## src/rtl/vec_lane_serializer.sv

```systemverilog
// Vector-to-lane serializer: accepts a whole LANES x LANE_W vector and emits it one lane per beat.
// Optional build macro LANE_MASK_EN adds a per-lane emit mask (in_mask) that skips disabled lanes.
module vec_lane_serializer #(
  parameter int LANES  = 16,
  parameter int LANE_W = 32,
  localparam int IDX_W = (LANES > 1) ? $clog2(LANES) : 1
) (
  input  logic                    clk,
  input  logic                    rst,
  input  logic [LANES*LANE_W-1:0] in_vec,
  input  logic                    in_valid,
  output logic                    in_ready,
`ifdef LANE_MASK_EN
  input  logic [LANES-1:0]        in_mask,
`endif
  output logic [LANE_W-1:0]       out_data,
  output logic [IDX_W-1:0]        out_idx,
  output logic                    out_valid,
  input  logic                    out_ready,
  output logic                    out_last
);

  typedef enum logic {IDLE = 1'b0, SEND = 1'b1} state_t;

  state_t            r_state;
  logic [LANE_W-1:0] r_vec [LANES];
  logic [LANES-1:0]  r_mask;
  logic [IDX_W-1:0]  r_idx;
  logic [LANE_W-1:0] r_data;
  logic              r_last;
  logic              r_in_ready;
  logic              r_out_valid;

  logic [LANES-1:0]  w_acc_mask;
  logic              w_acc_any;
  logic [IDX_W-1:0]  w_acc_idx;
  logic              w_acc_last;
  logic [LANE_W-1:0] w_acc_data;
  logic [IDX_W-1:0]  w_adv_idx;
  logic              w_adv_last;
  logic [LANE_W-1:0] w_adv_data;
  logic              w_accept;

  // Lowest set bit of m at position >= lo; 0 when there is none.
  function automatic logic [IDX_W-1:0] lowest_from(input logic [LANES-1:0] m, input int lo);
    logic [IDX_W-1:0] idx;
    logic             found;
    idx   = '0;
    found = 1'b0;
    for (int k = 0; k < LANES; k++) begin
      if (!found && k >= lo && m[k]) begin
        idx   = IDX_W'(k);
        found = 1'b1;
      end
    end
    return idx;
  endfunction

  function automatic logic any_from(input logic [LANES-1:0] m, input int lo);
    logic any;
    any = 1'b0;
    for (int k = 0; k < LANES; k++) begin
      if (k >= lo && m[k]) any = 1'b1;
    end
    return any;
  endfunction

`ifdef LANE_MASK_EN
  assign w_acc_mask = in_mask;
`else
  assign w_acc_mask = {LANES{1'b1}};
`endif

  // First beat is taken straight from in_vec into the output register, so out_valid
  // rises one cycle after acceptance without any combinational in_vec->out_data path.
  always_comb begin
    w_accept   = in_valid && r_in_ready;
    w_acc_any  = |w_acc_mask;
    w_acc_idx  = lowest_from(w_acc_mask, 0);
    w_acc_last = !any_from(w_acc_mask, int'(w_acc_idx) + 1);
    w_acc_data = in_vec[int'(w_acc_idx)*LANE_W +: LANE_W];
    w_adv_idx  = lowest_from(r_mask, int'(r_idx) + 1);
    w_adv_last = !any_from(r_mask, int'(w_adv_idx) + 1);
    w_adv_data = r_vec[w_adv_idx];
  end

  always_ff @(posedge clk or posedge rst) begin
    if (rst) begin
      r_state     <= IDLE;
      r_mask      <= '0;
      r_idx       <= '0;
      r_data      <= '0;
      r_last      <= 1'b0;
      r_in_ready  <= 1'b1;
      r_out_valid <= 1'b0;
      for (int k = 0; k < LANES; k++) r_vec[k] <= '0;
    end else begin
      case (r_state)
        IDLE: begin
          if (w_accept) begin
            for (int k = 0; k < LANES; k++) r_vec[k] <= in_vec[k*LANE_W +: LANE_W];
            r_mask <= w_acc_mask;
            // An all-zero mask leaves nothing to emit, so stay ready for the next vector.
            if (w_acc_any) begin
              r_state     <= SEND;
              r_in_ready  <= 1'b0;
              r_out_valid <= 1'b1;
              r_idx       <= w_acc_idx;
              r_last      <= w_acc_last;
              r_data      <= w_acc_data;
            end
          end
        end
        SEND: begin
          if (out_ready) begin
            if (r_last) begin
              r_state     <= IDLE;
              r_in_ready  <= 1'b1;
              r_out_valid <= 1'b0;
              r_idx       <= '0;
              r_last      <= 1'b0;
              r_data      <= '0;
            end else begin
              r_idx  <= w_adv_idx;
              r_last <= w_adv_last;
              r_data <= w_adv_data;
            end
          end
        end
        default: r_state <= IDLE;
      endcase
    end
  end

  assign in_ready  = r_in_ready;
  assign out_valid = r_out_valid;
  assign out_data  = r_data;
  assign out_idx   = r_idx;
  assign out_last  = r_last;

endmodule

```

## config.mk

```make
export PLATFORM = sky130hd
export DESIGN_NAME = vec_lane_serializer
export DESIGN_NICKNAME = d
export VERILOG_FILES = /design/src/rtl/vec_lane_serializer.sv
export SDC_FILE = /design/constraint.sdc
export NUM_CORES = 2
export LEC_CHECK = 0
export CAP_MARGIN = 20
export CORE_MARGIN = 2
export CORE_UTILIZATION = 43
export CTS_CLUSTER_DIAMETER = 30
export DETAILED_ROUTE_END_ITERATION = 6
export PLACE_DENSITY = 0.76
export RECOVER_POWER = 50
export SLEW_MARGIN = 40
export SYNTH_ARGS = -nofsm -noshare
export SYNTH_HDL_FRONTEND = slang
export SYNTH_SLANG_ARGS = --single-unit
```

## constraint.sdc

```tcl
create_clock -name clk -period 60.6 [get_ports clk]
set_input_delay 15.15 -clock clk [delete_from_list [all_inputs] [get_ports clk]]
set_output_delay 15.15 -clock clk [all_outputs]
set_load 0.05 [all_outputs]
```

Clock wiring as the flow saved it:
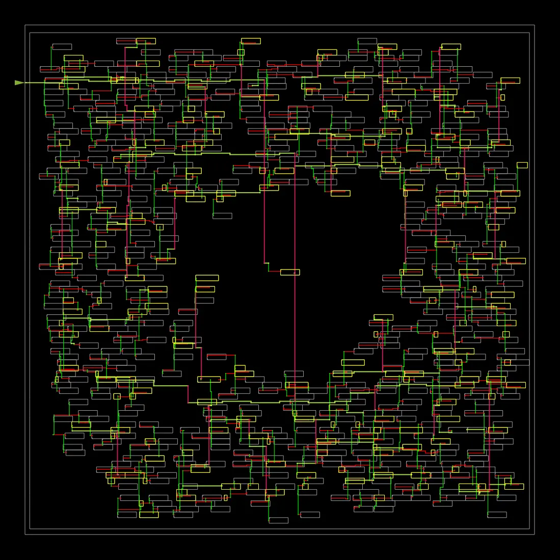
total CTS buffers: 117
clock net sink count: 553
Clock group: 0.658 mW
Insertion Delay late pin: 0.67 ns
# clk buffers: 150

Ports around the boundary:
Pins as bars across the die edge, other pins in gray.
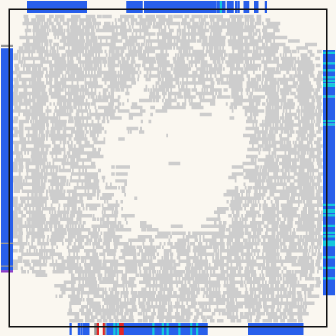
[cyan] out_data | pins: 32 | direction: output | edge: 23 east, 8 south, 1 north
[red] out_idx | pins: 4 | direction: output | edge: south
[blue] in_vec | pins: 512 | direction: input | edge: 142 north, 128 south, 125 west, 117 east
[purple] in_ready | pins: 1 | direction: output | edge: west
number of buffer cells added on primary ports: 554
floorplan die height: 245.8 um
width of the chip: 245.8 um

==> impl_table.tex <==
% Yosys + OpenROAD metrics
\begin{tabular}{lr}
\hline
Metric & Value \\
\hline
\multicolumn{2}{l}{\textbf{Clock network}} \\
\quad Clock transition at the register clock pins on the worst setup and hold paths after CTS & 0.05 ns \\
\quad Post-CTS Setup Repair Bufs & 0 \\
\quad TritonCTS clock tree & done \\
\quad H-tree Lvls & 3 \\
\quad Number of buffers on the longest clock path & 3 \\
\quad Post-cts hold buffer count & 0 \\
\quad Number of cells upsized or downsized after cts & 0 \\
\quad CTS Root Cell & sky130\_fd\_sc\_hd\_\_clkbuf\_16 \\
\multicolumn{2}{l}{\textbf{Job}} \\
\quad Count of max-cap constraint violations & 10 \\
\quad Count of tool warnings & 47 \\
\multicolumn{2}{l}{\textbf{Worst setup path}} \\
\quad Slowest library cell on the worst path & sky130\_fd\_sc\_hd\_\_clkbuf\_1 \\
\quad Data arrival, critical path & 25.02 ns \\
\quad Reg-to-Reg Start & r\_state\$\_DFF\_PP0\_ \\
\quad Worst path required time & 60.66 ns \\
\quad Longest individual stage delay on the worst path & 3.80 ns \\
\quad Critical path launch point type & input pin \\
\quad Crit path to & r\_vec[392]\$\_DFFE\_PP0P\_ \\
\quad Category of the most critical setup path & input pin to async pin \\
\quad CP Depth & 4 \\
\quad Critical path, cell by cell & dlygate4sd3\_1 > clkinvlp\_2 > clkbuf\_1 > clkbuf\_1 \\
\quad Sum of buffers and inverters on the critical path & 4 \\
\quad Worst path most repeated cell & sky130\_fd\_sc\_hd\_\_clkbuf\_1 \\
\quad Worst r2r dst & r\_vec[255]\$\_DFFE\_PP0P\_ \\
\quad Biggest fanout along the worst timing path & 117 \\
\quad Slack of the worst reg-to-reg path & 52.66 ns \\
\quad Critical Path End Type & async pin \\
\quad Cell depth of the worst flop-to-flop path & 5 \\
\quad Critical path launch point & rst \\
\quad Cell family with the largest share of critical-path delay & buffers and inverters \\
\multicolumn{2}{l}{\textbf{Power and ir drop}} \\
\quad Power Dens Cells & 30.44 mW/mm\^{}2 \\
\quad Leakage power & 17.16 nW \\
\quad IR Drop Worst-Case VDD & 23.50 uV \\
\quad Overall power after layout & 1.073 mW \\
\multicolumn{2}{l}{\textbf{STA}} \\
\quad Min Hold Slack & 0.4697 ns \\
\quad Setup repair after global routing missed its margin & false \\
\quad Worst-Margin Slew & 5.352 ns \\
\quad Largest clock skew in the final design & 0.02291 ns \\
\quad Portion of the clock cycle consumed by the worst path in the final layout & 41.20\% \\
\quad Final-report max-slew violation count & 698 \\
\quad Max-slew headroom & -258.8\% \\
\quad Total setup violations reported at the end of the flow & 0 \\
\quad Total negative setup slack & 0 ns \\
\quad Tmin final & 24.97 ns \\
\quad Maximum achievable frequency & 40.06 MHz \\
\quad Number of hold-slack violations in the final timing report & 0 \\
\multicolumn{2}{l}{\textbf{Drt}} \\
\quad Post-detailed-route DRC marker count & 0 \\
\quad Antenna-violating nets left & 0 \\
\quad Post-detailed-route via-to-cell ratio & 5.277 \\
\quad Final WL & 91010 um \\
\quad Per-cell routed wire length & 20.17 um \\
\quad Via count & 23.82k \\
\quad Drt first-iter violations & 2389 \\
\quad Number of optimization iterations in the first detailed-route pass & 5 \\
\multicolumn{2}{l}{\textbf{Placement}} \\
\quad RePlAce Congestion & 0.8757 \\
\quad Sum of net half-perimeters after detailed placement & 61190 um \\
\multicolumn{2}{l}{\textbf{GRT}} \\
\quad Global-route wire length before repair & 136300 um \\
\quad Total Routing Usage GR & 29.73\% \\
\quad Maximum number of pins on one net before global-route repair & 161 \\
\quad Gr ovfl total & 0 \\
\quad Vias in the first global route & 23.73k \\
\quad Antenna violations before repair & 14 \\
\multicolumn{2}{l}{\textbf{Yosys}} \\
\quad Most common flop cell mapped by yosys & sky130\_fd\_sc\_hd\_\_dfrtp\_1 \\
\quad Yosys Instances & 3142 \\
\quad YS chip area & 0.02514 sq mm \\
\quad Yosys top cell by area & sky130\_fd\_sc\_hd\_\_dfrtp\_1 \\
\quad Warning count from the yosys run & 0 \\
\quad Sequential share of the synthesized area & 55.05\% \\
\quad Cell area after synthesis & 0.02514 sq mm \\
\quad Syn Area/Cell & 8.001 sq um \\
\quad Area share of the leading cell type in the synthesized netlist & 54.95\% \\
\quad Synthesized netlist net count & 3663 \\
\quad Number of storage elements in the synthesis netlist & 553 \\
\quad Synth area leaders & sky130\_fd\_sc\_hd\_\_dfrtp\_1, sky130\_fd\_sc\_hd\_\_nand2\_1, sky130\_fd\_sc\_hd\_\_nand3\_1 \\
\quad Ys async rst share & 100.0\% \\
\quad Post-synth EDFFs & 0 \\
\quad Instance tally after logic synthesis & 3142 \\
\quad Post-synth cell types & 45 \\
\multicolumn{2}{l}{\textbf{Final layout}} \\
\quad Post-layout net count & 4161 \\
\quad Most instantiated logic cell after routing & sky130\_fd\_sc\_hd\_\_nand2\_1 \\
\quad Commonest cells after routing, fill and taps aside & sky130\_fd\_sc\_hd\_\_nand2\_1, sky130\_fd\_sc\_hd\_\_dfrtp\_1, sky130\_fd\_sc\_hd\_\_clkdlybuf4s50\_1 \\
\quad Layout overhead on the synthesized area & 40.26\% \\
\quad Fraction of final layout cells with drive strength greater than 1 & 6.765\% \\
\multicolumn{2}{l}{\textbf{Run status}} \\
\quad Outcome & complete, but fails checks \\
\quad Failing checks & max-capacitance violations, max-slew violations \\
\multicolumn{2}{l}{\textbf{Floorplan}} \\
\quad Initial standard-cell utilization of the core & 43.57\% \\
\quad Total I/O pin count & 555 \\
\quad Core outline area & 0.05770 sq mm \\
\quad Placement row count & 88 \\
\quad Die outline area & 0.06041 sq mm \\
\multicolumn{2}{l}{\textbf{Worst hold path}} \\
\quad Worst hold path class & flip-flop to flip-flop \\
\hline
\end{tabular}
Selected gate families:
Scale bar: 50 um.
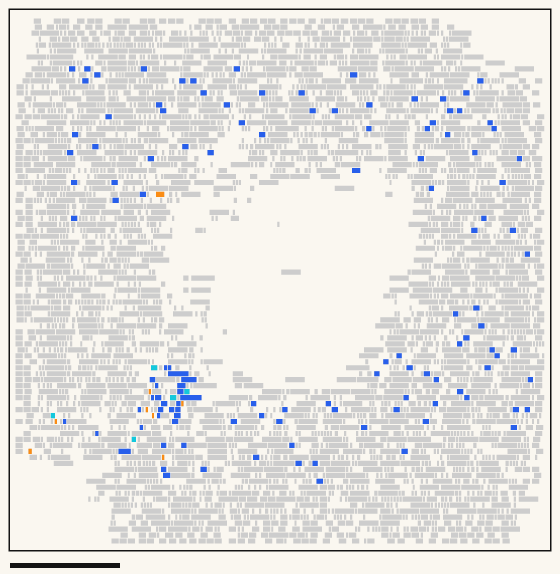
[cyan] and/or cells | cells: 5 | most used: and2_4 | where: south-west
[blue] aoi and oai cells | cells: 122 | most used: a32oi_1 | where: all over the die
[orange] inv cells | cells: 8 | most used: inv_1 | where: south-west

Register map, names as in the netlist:
Other sequential cells in the stronger gray, the rest of the logic in the fainter gray.
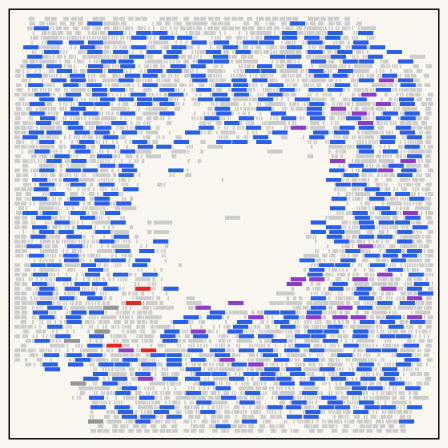
[red] out_idx | sequential cells: 4
[blue] r_vec | sequential cells: 512 | where: all over the die
[purple] out_data | sequential cells: 32
not colored: 5
area used by sequential logic in the layout: 0.01384 sq mm
Final Util: 61.11%

[per-stage QoR]
step | std cells | instance area (sq um) | setup WS [ns]
detailed placement | 4285 | 31160 | 41.62
CTS | 4504 | 35300 | 42.32
global route | 4508 | 35250 | 33.53
global placement | 4283 | 31080 | 41.43
finish | 4513 | 35260 | 35.63
floorplan | 3142 | 25140 | 29.99
[cell type report]
class | instances | area [sq um]
repair buffers | 586 | 5838
inverters | 8 | 38.79
well taps | 765 | 957.2
multi-input cells | 2374 | 10430
clock buffers | 150 | 3263
flip-flops and latches | 553 | 13840
diodes | 8 | 20.02
fillers | 4803 | 22440
clock inverters | 69 | 877.1
[where the power goes]
| part | total, mW | internal [mW] | switching [mW] |
|---|---|---|---|
| registers | 0.370 | 0.370 | 0 |
| logic | 0.0450 | 0.0296 | 0.0154 |
| clock network | 0.658 | 0.444 | 0.214 |
[synth_stat cells, drive strengths merged, types with 2 or more instances]
| cell | number |
|---|---|
| nand2b | 4 |
| and2 | 2 |
| a21oi | 5 |
| mux2 | 8 |
| clkbuf | 144 |
| a21boi | 4 |
| o21ai | 5 |
| o2bb2ai | 2 |
| o22ai | 2 |
| nor3b | 2 |
| o311ai | 2 |
| ha | 5 |
| nor2 | 9 |
| or2 | 2 |
| nand4 | 62 |
| nand2 | 1931 |
| mux2i | 62 |
| buf | 63 |
| inv | 8 |
| nand3 | 159 |
| a22oi | 32 |
| a32oi | 62 |
| a222oi | 2 |
| dfrtp | 552 |
| o211ai | 2 |
[per-layer routing]
layer  up-vias  track usage, %  share of wire (%)
met5         -               0              0.065
met4        10           15.31                5.2
met3       223           8.371                9.2
met2      1058           46.75                 47
met1     11490           37.42                 39
li1      11040               -                  -
[flip-flops by register name (all words and copies together) (netlist names)]
register / cells
in_ready: 1
out_data: 32
out_idx: 4
out_last: 1
out_valid: 1
r_mask: 1
r_state: 1
r_vec: 512
[worst min path at each step]
stage,from,to,slack [ns],cells past startpoint
finish,r_vec[94]$_DFFE_PP0P_,r_vec[94]$_DFFE_PP0P_,0.47,2
CTS,r_vec[284]$_DFFE_PP0P_,r_vec[284]$_DFFE_PP0P_,0.47,2
global route,r_vec[102]$_DFFE_PP0P_,r_vec[102]$_DFFE_PP0P_,0.49,2
detailed placement,r_vec[128]$_DFFE_PP0P_,r_vec[128]$_DFFE_PP0P_,0.46,2
global placement,r_vec[160]$_DFFE_PP0P_,r_vec[160]$_DFFE_PP0P_,0.45,2
floorplan,r_vec[128]$_DFFE_PP0P_,r_vec[128]$_DFFE_PP0P_,0.44,2
[cells by family after synthesis]
group                      after synthesis  synth area share, %
buffers and inverters                  215                3.678
AOI/OAI and AO/OA                      124                4.076
and+or+nand+nor                       2174                34.05
adders and majority gates                5               0.2489
DFF                                    553                55.05
xor gates and xnor gates                 1              0.03485
muxes                                   70                2.857
[worst min-delay path: stages, from the launching register on]
cell and delay, ns:
sky130_fd_sc_hd__dfrtp_1 0.34, sky130_fd_sc_hd__nand2_1 0.05, sky130_fd_sc_hd__nand2_1 0.05
Power is estimated from default activity; no workload was simulated.
